--- src/rtl/layer_compositor_pipe.sv ---
// layer_compositor_pipe
//   N-layer pixel compositor with a 3-stage pipeline and active-layer selection.
//   Visibility requests are latched only on frame_start so a frame never tears.
// Ports:
//   clk, reset_n        clock and async active-low reset
//   frame_start         1-cycle pulse at frame start; latches vis_req / cursor_vis_req
//   layer_toggle        level input; rising edge advances to the next visible layer
//   vis_req             requested per-layer visibility
//   cursor_vis_req      requested cursor visibility
//   in_valid            pixel inputs valid this cycle
//   layer_colors        packed per-layer palette indices, layer i at [i*COLOR_WIDTH +: COLOR_WIDTH]
//   cursor_color        cursor palette index
//   camera_r/g/b        background camera pixel
//   out_valid           composited pixel valid (in_valid delayed 3 cycles)
//   out_r/g/b           composited RGB, 0 when out_valid is low
//   out_source          winner: 0 camera, i+1 layer i, N_LAYERS+1 cursor
//   vis_active          latched layer visibility mask
//   active_layer        layer selected for drawing
//   active_valid        vis_active[active_layer]
//   write_enable        one-hot of active_layer when active_valid, else 0
module layer_compositor_pipe #(
    parameter int unsigned N_LAYERS    = 4,
    parameter int unsigned COLOR_WIDTH = 3,
    localparam int unsigned SRC_W      = $clog2(N_LAYERS + 2),
    localparam int unsigned AL_W       = (N_LAYERS > 1) ? $clog2(N_LAYERS) : 1
) (
    input  logic                            clk,
    input  logic                            reset_n,
    input  logic                            frame_start,
    input  logic                            layer_toggle,
    input  logic [N_LAYERS-1:0]             vis_req,
    input  logic                            cursor_vis_req,
    input  logic                            in_valid,
    input  logic [N_LAYERS*COLOR_WIDTH-1:0] layer_colors,
    input  logic [COLOR_WIDTH-1:0]          cursor_color,
    input  logic [7:0]                      camera_r,
    input  logic [7:0]                      camera_g,
    input  logic [7:0]                      camera_b,
    output logic                            out_valid,
    output logic [7:0]                      out_r,
    output logic [7:0]                      out_g,
    output logic [7:0]                      out_b,
    output logic [SRC_W-1:0]                out_source,
    output logic [N_LAYERS-1:0]             vis_active,
    output logic [AL_W-1:0]                 active_layer,
    output logic                            active_valid,
    output logic [N_LAYERS-1:0]             write_enable
);

    // ---------------- Visibility latch and layer select ----------------
    logic            cursor_vis_q;
    logic            toggle_q;
    logic            tpulse;
    logic [AL_W-1:0] next_layer;
    logic [AL_W-1:0] cand;
    logic            found;

    assign tpulse = layer_toggle & ~toggle_q;

    // Round-robin search starting after the current layer; k = N_LAYERS revisits self.
    always_comb begin
        next_layer = active_layer;
        found      = 1'b0;
        cand       = '0;
        for (int unsigned k = 1; k <= N_LAYERS; k++) begin
            cand = AL_W'((32'(active_layer) + k) % N_LAYERS);
            if (!found && vis_active[cand]) begin
                found      = 1'b1;
                next_layer = cand;
            end
        end
    end

    always_ff @(posedge clk or negedge reset_n) begin
        if (!reset_n) begin
            vis_active   <= '0;
            cursor_vis_q <= 1'b0;
            toggle_q     <= 1'b0;
            active_layer <= '0;
        end else begin
            toggle_q <= layer_toggle;
            // Search uses the pre-update mask even when frame_start coincides.
            if (tpulse) begin
                active_layer <= next_layer;
            end
            if (frame_start) begin
                vis_active   <= vis_req;
                cursor_vis_q <= cursor_vis_req;
            end
        end
    end

    assign active_valid = vis_active[active_layer];
    assign write_enable = active_valid ? (N_LAYERS'(1) << active_layer) : '0;

    // ---------------- S1: capture ----------------
    logic                            s1_valid;
    logic [N_LAYERS*COLOR_WIDTH-1:0] s1_colors;
    logic [COLOR_WIDTH-1:0]          s1_cursor;
    logic [7:0]                      s1_r, s1_g, s1_b;
    logic [N_LAYERS-1:0]             s1_vis;
    logic                            s1_cvis;

    always_ff @(posedge clk or negedge reset_n) begin
        if (!reset_n) begin
            s1_valid  <= 1'b0;
            s1_colors <= '0;
            s1_cursor <= '0;
            s1_r      <= '0;
            s1_g      <= '0;
            s1_b      <= '0;
            s1_vis    <= '0;
            s1_cvis   <= 1'b0;
        end else begin
            s1_valid  <= in_valid;
            s1_colors <= layer_colors;
            s1_cursor <= cursor_color;
            s1_r      <= camera_r;
            s1_g      <= camera_g;
            s1_b      <= camera_b;
            s1_vis    <= vis_active;
            s1_cvis   <= cursor_vis_q;
        end
    end

    // ---------------- S2: priority select ----------------
    logic [SRC_W-1:0]       win_src;
    logic [COLOR_WIDTH-1:0] win_color;

    // Ascending scan so higher layers override lower ones; cursor overrides all.
    always_comb begin
        win_src   = '0;
        win_color = '0;
        for (int unsigned i = 0; i < N_LAYERS; i++) begin
            if (s1_vis[i] && (s1_colors[i*COLOR_WIDTH +: COLOR_WIDTH] != '0)) begin
                win_src   = SRC_W'(i + 1);
                win_color = s1_colors[i*COLOR_WIDTH +: COLOR_WIDTH];
            end
        end
        if (s1_cvis && (s1_cursor != '0)) begin
            win_src   = SRC_W'(N_LAYERS + 1);
            win_color = s1_cursor;
        end
    end

    logic                   s2_valid;
    logic [SRC_W-1:0]       s2_src;
    logic [COLOR_WIDTH-1:0] s2_color;
    logic [7:0]             s2_r, s2_g, s2_b;

    always_ff @(posedge clk or negedge reset_n) begin
        if (!reset_n) begin
            s2_valid <= 1'b0;
            s2_src   <= '0;
            s2_color <= '0;
            s2_r     <= '0;
            s2_g     <= '0;
            s2_b     <= '0;
        end else begin
            s2_valid <= s1_valid;
            s2_src   <= win_src;
            s2_color <= win_color;
            s2_r     <= s1_r;
            s2_g     <= s1_g;
            s2_b     <= s1_b;
        end
    end

    // ---------------- S3: RGB mapping ----------------
    logic [7:0] map_r, map_g, map_b;

    // Only the low three index bits carry colour; higher bits are ignored.
    always_comb begin
        if (s2_src == '0) begin
            map_r = s2_r;
            map_g = s2_g;
            map_b = s2_b;
        end else begin
            map_r = {8{s2_color[2]}};
            map_g = {8{s2_color[1]}};
            map_b = {8{s2_color[0]}};
        end
    end

    logic             s3_valid;
    logic [SRC_W-1:0] s3_src;
    logic [7:0]       s3_r, s3_g, s3_b;

    always_ff @(posedge clk or negedge reset_n) begin
        if (!reset_n) begin
            s3_valid <= 1'b0;
            s3_src   <= '0;
            s3_r     <= '0;
            s3_g     <= '0;
            s3_b     <= '0;
        end else begin
            s3_valid <= s2_valid;
            s3_src   <= s2_src;
            s3_r     <= map_r;
            s3_g     <= map_g;
            s3_b     <= map_b;
        end
    end

    assign out_valid  = s3_valid;
    assign out_r      = s3_valid ? s3_r : '0;
    assign out_g      = s3_valid ? s3_g : '0;
    assign out_b      = s3_valid ? s3_b : '0;
    assign out_source = s3_valid ? s3_src : '0;

endmodule

--- config.mk ---
export PLATFORM = sky130hd
export DESIGN_NAME = layer_compositor_pipe
export DESIGN_NICKNAME = d
export VERILOG_FILES = /design/src/rtl/layer_compositor_pipe.sv
export SDC_FILE = /design/constraint.sdc
export NUM_CORES = 1
export LEC_CHECK = 0
export ABC_AREA = 1
export CAP_MARGIN = 25
export CORE_MARGIN = 2
export CORE_UTILIZATION = 45
export CTS_CLUSTER_SIZE = 10
export DETAILED_ROUTE_END_ITERATION = 16
export PLACE_DENSITY = 0.79
export SLEW_MARGIN = 5
export SYNTH_ARGS = -nofsm -noshare
export SYNTH_HDL_FRONTEND = slang
export SYNTH_SLANG_ARGS = --single-unit
--- constraint.sdc ---
create_clock -name clk -period 1.6 [get_ports clk]
set_clock_uncertainty 0.05 [all_clocks]
set_input_delay 0.32 -clock clk [delete_from_list [all_inputs] [get_ports clk]]
set_output_delay 0.32 -clock clk [all_outputs]
set_load 0.01 [all_outputs]
==> results_slide.txt <==
Synthesis and Place & Route Summary

Yosys
  • Cell with the most instances after synthesis: dfrtp_1
  • Syn_nets: 402
  • Commonest flop: dfrtp_1
  • Register bit total from synthesis: 112
  • Ys Warns: 0
  • Yosys Chip Area: 0.00388 mm²
  • Cell Type Count: 19
  • Ys async rst share: 1.00
  • Most frequent cells after synthesis: dfrtp_1 (112), nand2_1 (90), inv_1 (46)
  • Post-Syn Instances: 349
  • Yosys stat cell total: 349
  • Top cells, area: dfrtp_1 (72%), nand2_1 (8.7%), nand3_1 (5.0%), inv_1 (4.4%), nor2_1 (1.4%)

Status
  • Failing checks: setup timing
  • Status: finished with violations

Floorplanning
  • Num ports: 88

Finish
  • Comb gates: 181
  • Non-filler cells, final: 576
  • Seq/total area: 0.511

Setup path
  • CP Data Arrival Time: 1.41 ns
  • Critical path origin: active_layer[0]
  • Worst r2r path cells: 11
  • CP Max Fanout: 5
  • Critical Path Sink Type: output pin

CTS
  • Worst-path clk slew: 0.10 ns
  • Worst skew pair latency: 0.36 ns
  • Maximum root-to-sink buffer count: 2
  • CTS tree: built

Detailed routing
  • DR vias/cell: 4.74

Power
  • Comb pwr share: 0.315
  • Clock group: 0.00161 W
  • Switching Share: 0.323
  • Seq pwr: 0.00331 W

Global routing
  • Pin count of the biggest net entering global routing: 62

Final timing
  • Final setup fails: 22
  • Fin worst setup slack: -0.181 ns

Placement
  • IO Port Bufs: 87
-- cell families after synthesis --
group | synth area share
fa+ha+maj | 0.0129
mux | 0.00870
flops | 0.721
simple gates | 0.179
compound gates | 0.0232
buf+inv | 0.0547
-- critical path, cell delays in order, from the launching register on --
cell,delay (ns)
dfrtp_2,0.47
inv_4,0.12
nand2_4,0.07
nand2_4,0.07
o21ai_4,0.07
nor2_2,0.11
buf_2,0.14
-- routing by layer --
metal  part of all wire  global-route usage  vias up
li1                   -                   -     1310
met2               0.52               0.281       84
met5                  0                   0        -
met1               0.39               0.196     1326
met4              0.018              0.0596        0
met3              0.065              0.0556       13
-- timing repair --
item	in CTS	in global routing
pin swaps	3	7
hold endpoints to repair	112	0
setup endpoints to repair	41	39
hold buffers	1	0
cloned	2	1
gates resized	166	78
setup buffers	7	2
-- through the flow --
step | hold WS (ns) | power, W | worst slack, ns | area (µm²) | setup TNS [ns]
4_1_cts | 0.233 | 0.00686 | -0.187 | 5260 | -1.99
2_1_floorplan | -0.0256 | 0.00433 | 0.0264 | 3900 | 0
5_1_grt | 0.226 | 0.00762 | -0.268 | 5490 | -3.10
6_report | 0.251 | 0.00717 | -0.181 | 5490 | -1.81
3_5_place_dp | 0.0821 | 0.00520 | -0.324 | 5020 | -1.36
3_3_place_gp | 0.0824 | 0.00513 | -0.211 | 5020 | -0.992
-- cell usage in the layout (no fill, tap or decap), drive strengths merged, types with 3 or more instances in the layout --
cell,n
mux2,3
inv,49
clkinv,3
clkbuf,13
dfrtp,112
nand3,43
clkdlybuf4s50,47
o21ai,8
buf,59
ha,4
nand2,99
a21oi,7
nor2,15
clkdlybuf4s15,3
Congestion heat map:
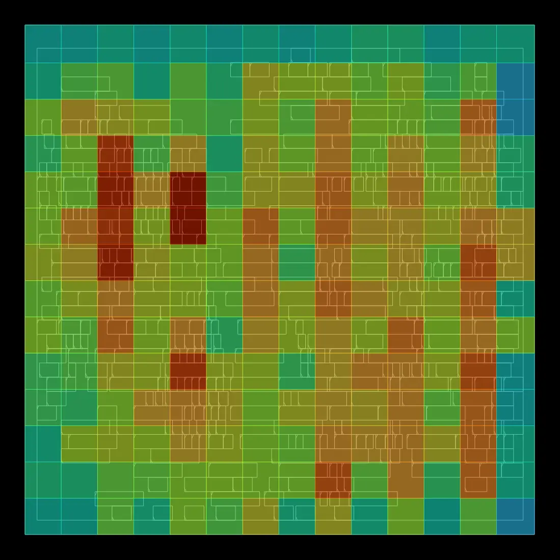
GR Layer Usage met1: 0.196
met3 Use GR: 0.0556

Wiring by layer:
Scale bar: 20 µm.
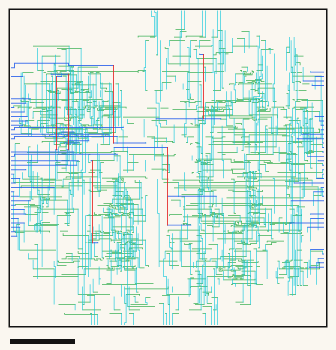
metal 2 -> cyan  # wire length 4060 µm
metal 3 -> blue  # wire length 503 µm
metal 4 -> red  # wire length 138 µm
metal 1 -> green  # wire length 3040 µm

A small window of the routed layout:
Scale bar: 5 µm. Window x 38 to 58, y 58 to 78 µm. Cells in grey, sequential cells in the stronger grey; small squares are vias.
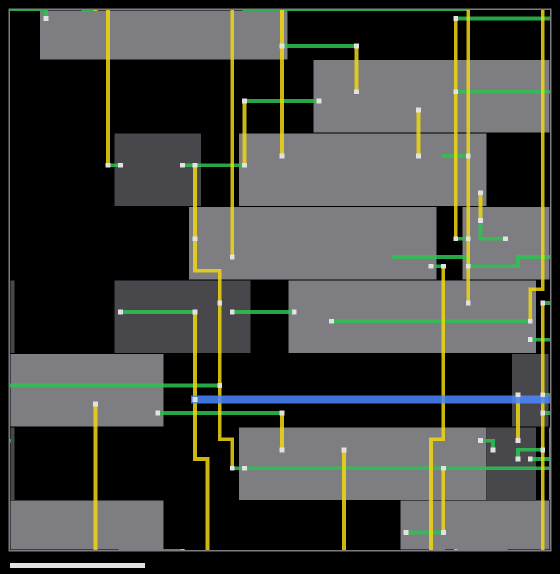
metal 1 -> green
metal 2 -> yellow
metal 3 -> blue
most frequent = dfrtp_1 (9)
netlist names of flops here include = `s1_b` (3), `s2_b` (2), `s2_g` (2)
sequential cells in the window = 9
cells with their middle in the window = 13

I/O nets highlighted:
Scale bar: 20 µm.
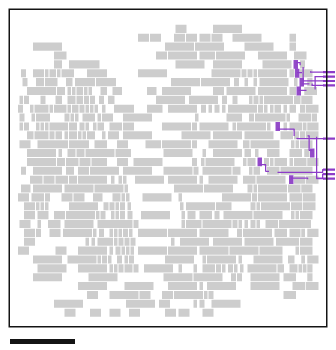
`out_g` -> purple  # bits 8, direction output, end cells 8, buffers 8, wire 96.8 µm

Gate-type map:
Scale bar: 20 µm.
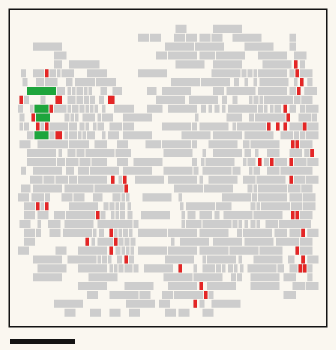
fa/ha/maj cells -> green  # cells 4
inv cells -> red  # cells 48

No activity file was given, so power comes from the tool's default toggle rates.
